### Port wiring, run 1

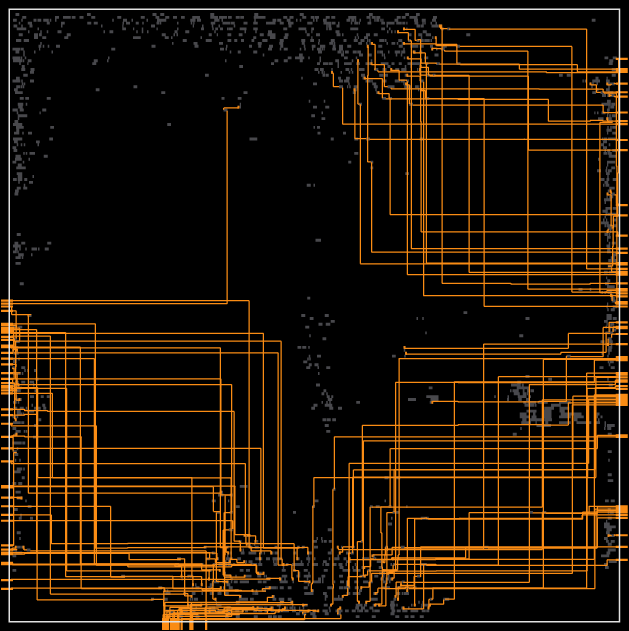
### Cell outlines without signal wires, run 1

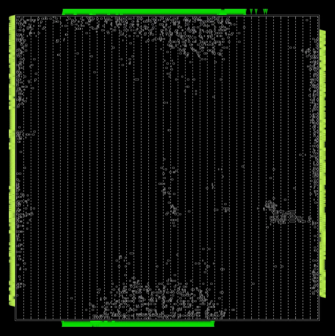
### Cell density map, run 1

The die is cut into 29 by 29 equal tiles; black is low, pale yellow is high, 0 to 100% covered.
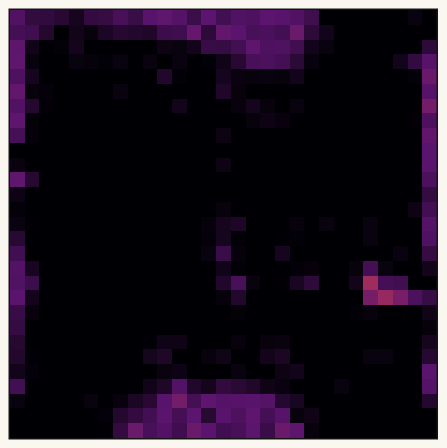
==> config.mk <==
export PLATFORM = sky130hd
export DESIGN_NAME = umi_mem_arbiter_flat
export DESIGN_NICKNAME = d
export VERILOG_FILES = /design/src/rtl/umi_arb_pkg.sv /design/src/rtl/umi_mem_arbiter_if.sv /design/src/rtl/umi_arb_idfifo.sv /design/src/rtl/umi_mem_arbiter.sv /design/src/flat_wrapper.sv
export SDC_FILE = /design/constraint.sdc
export NUM_CORES = 1
export LEC_CHECK = 0
export ABC_AREA = 0
export CAP_MARGIN = 20
export CELL_PAD_IN_SITES_DETAIL_PLACEMENT = 0
export CELL_PAD_IN_SITES_GLOBAL_PLACEMENT = 1
export CORE_AREA = 2 2 570 572
export DETAILED_ROUTE_END_ITERATION = 16
export DIE_AREA = 0 0 572 574
export PLACE_DENSITY_LB_ADDON = 0.3
export SLEW_MARGIN = 0
export SYNTH_ARGS = -nofsm -noshare
export SYNTH_HDL_FRONTEND = slang
export SYNTH_SLANG_ARGS = --single-unit
==> constraint.sdc <==
create_clock -name clk -period 4.7 [get_ports clk]
set_input_delay 0.47 -clock clk [delete_from_list [all_inputs] [get_ports clk]]
set_output_delay 0.47 -clock clk [all_outputs]
set_load 0.02 [all_outputs]
==> flow_summary.rst, run 1 <==
Metrics
=======

.. list-table::
   :header-rows: 1

   * - Metric
     - Value
   * - Worst slack at placement
     - 826 ps
   * - Post-DP HPWL
     - 212000 um
   * - Top cells by area in the synthesized netlist
     - sky130_fd_sc_hd__nand2_1 50%, sky130_fd_sc_hd__buf_4 33%, sky130_fd_sc_hd__dfrtp_1 3.8%
   * - Via count of the first global-routing pass
     - 11000
   * - Power density over the cells
     - 432 nW/um2
   * - Most used cell along the critical path
     - sky130_fd_sc_hd__nand2_1
   * - Most area-hungry cell type in the Yosys netlist
     - sky130_fd_sc_hd__nand2_1
   * - Die Height
     - 574 um
   * - Chip area
     - 328000 um2
   * - Number of stages on the worst setup path
     - 6
   * - Post-synthesis to final-layout area growth
     - 182%
   * - Required time reported for the critical path endpoint
     - 4230 ps
   * - Total wire length
     - 221000 um
   * - Critical path peak fanout
     - 92
   * - Number of storage elements in the synthesis netlist
     - 14
   * - Per-cell via count in the routed design
     - 1.75
   * - Post-synthesis instance total
     - 1293
   * - Flip-flops with a built-in enable
     - 4
   * - Period minus WS final
     - 3860 ps
   * - Number of nets at floorplan
     - 2171
   * - Final Cycle Share
     - 82.1%
   * - Startpoint Class
     - register
   * - Wire length of the first global-routing pass
     - 243000 um
   * - Slew headroom
     - 18.5%
   * - Clock sink count
     - 14
   * - GRT met3 Usage
     - 18.7%
   * - Status
     - complete, no violations
   * - Comb area
     - 3700 um2
   * - Worst Slack Setup Final
     - 843 ps
   * - Highest attainable clock frequency
     - 259 MHz
   * - Final count of pins violating max slew
     - 0
   * - Pin count of the biggest net entering global routing
     - 118
   * - Arrival time at the worst endpoint
     - 3390 ps
   * - Share of Yosys cell area claimed by the top area cell type
     - 50.0%
   * - CTS tree
     - done
   * - Count of cells along the worst hold path
     - 1
   * - Unrepaired setup endpoints after global routing
     - false
   * - Series of cell instances along the critical path
     - mux2i_4 > inv_8 > buf_4 > nand2_1 > nand2_1 > clkdlybuf4s50_1
   * - Dominant flop cell
     - sky130_fd_sc_hd__dfrtp_1
   * - ANT nets after route
     - 0
   * - Root buffer cell
     - sky130_fd_sc_hd__clkbuf_16
   * - Deepest level of the CTS H-tree
     - 1
   * - First-pass iteration count of the detailed router
     - 5
   * - Ranking of synthesized cells by instance count
     - 867 x sky130_fd_sc_hd__nand2_1, 288 x sky130_fd_sc_hd__buf_4, 54 x sky130_fd_sc_hd__clkbuf_1
   * - Chip area estimate from yosys synthesis
     - 6500 um2
   * - Worst-path cell with the longest stage delay
     - sky130_fd_sc_hd__clkdlybuf4s50_1
   * - Type of element capturing the critical path
     - output port
   * - Via count
     - 10800
   * - Leakage power
     - 6.48 nW
   * - Number of maximum-capacitance violations
     - 0
   * - GRT met1 Usage
     - 7.71%
   * - Clk buf depth
     - 2
Notes on 'Port wiring' above:
Orange is `bus_udev_req_data`, bits 128, direction output, end cells 128, wire 35.4 mm.
number of I/O port buffers: 879
total I/O pin count: 1454

Notes on 'Cell outlines without signal wires' above:
fillers: 38500
count of inserted tapcells: 4325
FF+latch count: 14
sequential portion of the cell area: 2.02%

Notes on 'Cell density map' above:
The mean over all tiles is 3.9%. The emptiest ninth of the die: centre. 72% of the tiles are nearly empty. The densest ninth of the die: south. The fullest tile reaches 42%.
core outline area: 323000 um2
final core occ: 5.69%
floorplan core density: 2.02%

## run 1: kinds of logic after synthesis
family	after synthesis	synth area share (%)
flip-flops	14	5.70
adder cells (fa/ha/maj)	6	1.27
multiplexers	5	1.06
buffers and inverters	360	37.6
XOR/XNOR	6	0.808
AND-OR/OR-AND	15	1.56
AND/OR/NAND/NOR	887	52.0
## run 1: worst register-to-register path: stages (launching register included)
cell and delay (ps):
sky130_fd_sc_hd__dfrtp_1 450, sky130_fd_sc_hd__mux2i_4 540, sky130_fd_sc_hd__buf_4 530, sky130_fd_sc_hd__nand2_1 150
sky130_fd_sc_hd__o22ai_1 190, sky130_fd_sc_hd__o211a_4 250, sky130_fd_sc_hd__ha_1 210, sky130_fd_sc_hd__inv_1 80
sky130_fd_sc_hd__fa_1 440, sky130_fd_sc_hd__xor2_1 180, sky130_fd_sc_hd__nor2_1 130, sky130_fd_sc_hd__xor2_1 160
## run 1: power by group
group	internal, mW	switching, mW
Combinational	2.28	5.25
Sequential	0.170	0.0517
Clock	0.129	0.0496
## run 1: cell type report
class | count | share of cell area (%)
repair buffers | 890 | 47.4
flip-flops and latches | 14 | 2.02
well taps | 4325 | 29.5
clock buffers | 4 | 0.484
multi-input cells | 919 | 20.2
diodes | 15 | 0.205
inverters | 8 | 0.205
## run 1: cell usage in the layout, fill, tap and decap left out, types with 4 or more instances in the layout
| cell | n |
|---|---|
| sky130_fd_sc_hd__nor2_1 | 8 |
| sky130_fd_sc_hd__and2_2 | 4 |
| sky130_fd_sc_hd__dfrtp_1 | 10 |
| sky130_fd_sc_hd__inv_1 | 7 |
| sky130_fd_sc_hd__nand2_1 | 867 |
| sky130_fd_sc_hd__edfxtp_1 | 4 |
| sky130_fd_sc_hd__o21ai_0 | 8 |
| sky130_fd_sc_hd__clkdlybuf4s50_1 | 784 |
| sky130_fd_sc_hd__diode_2 | 15 |
| sky130_fd_sc_hd__buf_4 | 101 |
| sky130_fd_sc_hd__buf_12 | 5 |
| sky130_fd_sc_hd__ha_1 | 5 |
## run 1: stage by stage
stage | total power [mW] | instances | instance area (um2)
after floorplan | 3.14 | 1293 | 6500
after global placement | 8.19 | 6156 | 18200
after detailed placement | 8.16 | 6156 | 18200
after CTS | 8.37 | 6160 | 18300
after global routing | 8.72 | 6165 | 18300
final | 7.93 | 6175 | 18400
## run 1: layer usage
metal	share of wire [%]	up-vias
met5	0.10	-
met4	2.0	32
met3	32	220
met2	45	1267
met1	21	4605
li1	-	4671
### Metal 3, run 1

The bar under the picture is 200 um long.
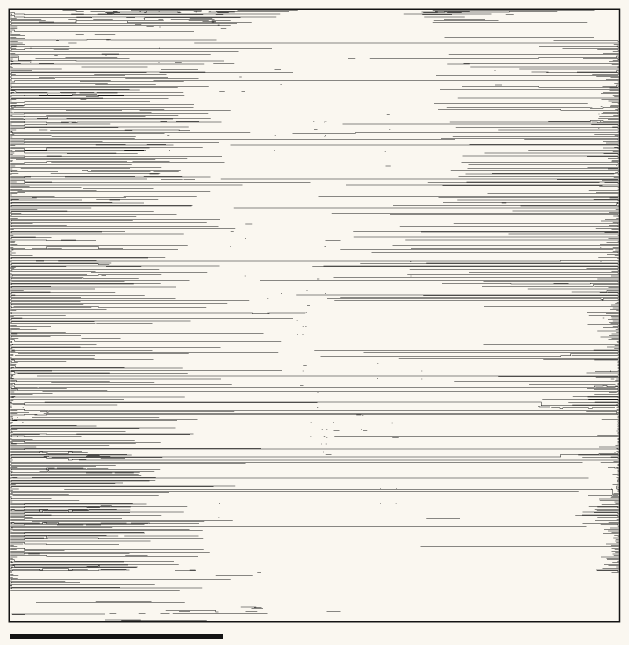

## Run 2: what changed since run 1
==> constraint.sdc (replaced) <==
create_clock -name clk -period 3.46 [get_ports clk]
set_input_delay 0.346 -clock clk [delete_from_list [all_inputs] [get_ports clk]]
set_output_delay 0.346 -clock clk [all_outputs]
set_load 0.02 [all_outputs]
### Metal 3, run 2

The bar under the picture is 200 um long.
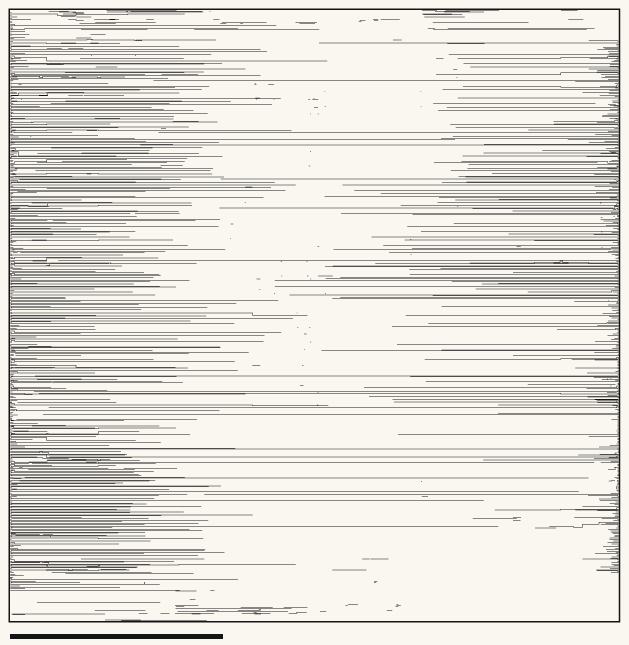
The wires run mostly horizontal. The layer holds 33% of the routed length. 806 nets have wire on it. The longest straight run is 570 um.
total wire length: 215000 um
via count: 10500

==> flow_summary.rst, run 2 <==
Metrics
=======

.. list-table::
   :header-rows: 1

   * - Metric
     - Value
   * - Ranking of synthesized cells by instance count
     - 867 x sky130_fd_sc_hd__nand2_1, 288 x sky130_fd_sc_hd__buf_4, 54 x sky130_fd_sc_hd__clkbuf_1
   * - Chip area estimate from yosys synthesis
     - 6500 um2 (unchanged)
   * - Startpoint Class
     - register
   * - Slew headroom
     - 40.3% (+22 points)
   * - Leakage power
     - 7.64 nW (+18%)
   * - Via count of the first global-routing pass
     - 10700 (-3.0%)
   * - Total I/O pin count
     - 1454 (unchanged)
   * - Arrival time at the worst endpoint
     - 2920 ps (-470 ps)
   * - Clk buf depth
     - 2 (unchanged)
   * - Final non-filler cell total
     - 6196 (+0.34%)
   * - Per-cell via count in the routed design
     - 1.70 (-2.6%)
   * - Core outline area
     - 323000 um2 (unchanged)
   * - ANT nets after route
     - 0 (unchanged)
   * - Post-synthesis instance total
     - 1293 (unchanged)
   * - Dominant flop cell
     - sky130_fd_sc_hd__dfrtp_1
   * - Power density over the cells
     - 630 nW/um2 (+46%)
   * - Unrepaired setup endpoints after global routing
     - false
   * - Worst reg-to-reg setup slack
     - 470 ps
   * - Comb area
     - 3700 um2 (unchanged)
   * - Root buffer cell
     - sky130_fd_sc_hd__clkbuf_16
   * - CTS tree
     - done
   * - Required time reported for the critical path endpoint
     - 3110 ps (-1120 ps)
   * - Share of Yosys cell area claimed by the top area cell type
     - 50.0% (unchanged)
   * - GRT met3 Usage
     - 18.9% (+0.16 points)
   * - Chip area
     - 328000 um2 (unchanged)
   * - Number of nets at floorplan
     - 2171 (unchanged)
   * - Period minus WS final
     - 3260 ps
   * - Status
     - complete, no violations
   * - Clock sink count
     - 14 (unchanged)
   * - First-pass iteration count of the detailed router
     - 5 (unchanged)
   * - Final count of pins violating max slew
     - 0 (unchanged)
   * - Deepest level of the CTS H-tree
     - 1 (unchanged)
   * - GRT met1 Usage
     - 7.22% (-0.49 points)
   * - Final Cycle Share
     - 94.3%
   * - Pin count of the biggest net entering global routing
     - 117 (-0.85%)
   * - Flip-flops with a built-in enable
     - 4 (unchanged)
   * - Number of maximum-capacitance violations
     - 0 (unchanged)
   * - Fillers
     - 38200 (-0.77%)
   * - Most area-hungry cell type in the Yosys netlist
     - sky130_fd_sc_hd__nand2_1
   * - Count of cells along the worst hold path
     - 1 (unchanged)
   * - Number of storage elements in the synthesis netlist
     - 14 (unchanged)
   * - Type of element capturing the critical path
     - output port
   * - Global-route met2 utilization
     - 20.5%
   * - Highest attainable clock frequency
     - 306 MHz
   * - Most frequent logic cells in the routed design
     - 867 x sky130_fd_sc_hd__nand2_1, 668 x sky130_fd_sc_hd__clkdlybuf4s50_1, 213 x sky130_fd_sc_hd__buf_12
### Cell density map, run 2

The die is cut into 29 by 29 equal tiles; black is low, pale yellow is high, 0 to 100% covered.
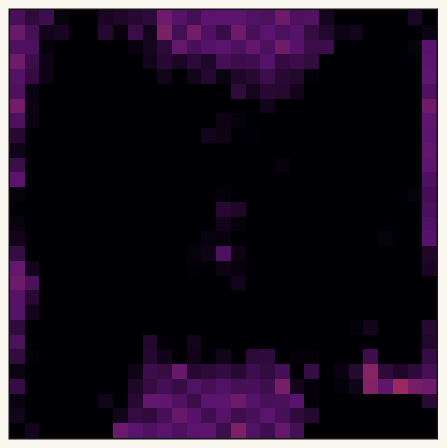
The emptiest ninth of the die: centre. The mean over all tiles is 4.7%. The densest ninth of the die: south. 71% of the tiles are nearly empty.
final core occ: 6.46%

run 2: cell count changes in the layout (fill, tap and decap cells not counted), sizes merged:
cell           previous run  this run
diode                    15        11
buf                     106       247
clkdlybuf4s50           784       668
run 2: cell type report:
cell class | instances | share of cell area [%]
multi-input cells | 919 | 17.8
well taps | 4325 | 26.0
diodes | 11 | 0.132
flip-flops and latches | 14 | 1.78
clock buffers | 4 | 0.378
repair buffers | 915 | 53.8
inverters | 8 | 0.180
run 2: metrics by stage:
| stage | area (um2) | utilization [%] | total power, mW | setup WS, ps |
|---|---|---|---|---|
| 6_report | 20800 | 6.46 | 13.1 | 197 |
| 5_1_grt | 20800 | 6.45 | 14.4 | 62.7 |
| 4_1_cts | 20800 | 6.45 | 13.9 | 162 |
| 3_5_place_dp | 20700 | 6.42 | 13.7 | 296 |
| 3_3_place_gp | 20700 | 6.42 | 13.7 | 118 |
| 2_1_floorplan | 6500 | - | 4.26 | 729 |
run 2: kinds of logic (layout without fill, tap and decap cells):
| family | count (synthesis) | in the layout | share of synthesized area, % |
|---|---|---|---|
| xor gates and xnor gates | 6 | 6 | 0.808 |
| and+or+nand+nor | 887 | 887 | 52.0 |
| AOI/OAI and AO/OA | 15 | 15 | 1.56 |
| buffers and inverters | 360 | 927 | 37.6 |
| muxes | 5 | 5 | 1.06 |
| other | 0 | 11 | 0 |
| adders and majority gates | 6 | 6 | 1.27 |
| DFF | 14 | 14 | 5.70 |
run 2: where the power goes:
part	leakage, nW	switching [mW]	internal, mW
clock network	0.0382	0.0653	0.156
registers	0.150	0.0759	0.231
logic	7.45	7.56	5.04
total	7.64	7.70	5.42
run 2: worst max-delay path, stage by stage, from the launching register on:
cell and delay (ps):
sky130_fd_sc_hd__dfrtp_1 550, sky130_fd_sc_hd__mux2i_4 320, sky130_fd_sc_hd__buf_12 170, sky130_fd_sc_hd__buf_12 230, sky130_fd_sc_hd__nand2_1 220, sky130_fd_sc_hd__nand2_1 110, sky130_fd_sc_hd__clkdlybuf4s50_1 800
run 2: layer usage:
layer	wire, um	share of wire [%]
met1	42700	20
met2	97500	45
met3	70600	33
met4	4140	1.9
met5	183	0.085
Power figures rest on the tool's default switching activity, not on a simulated workload.
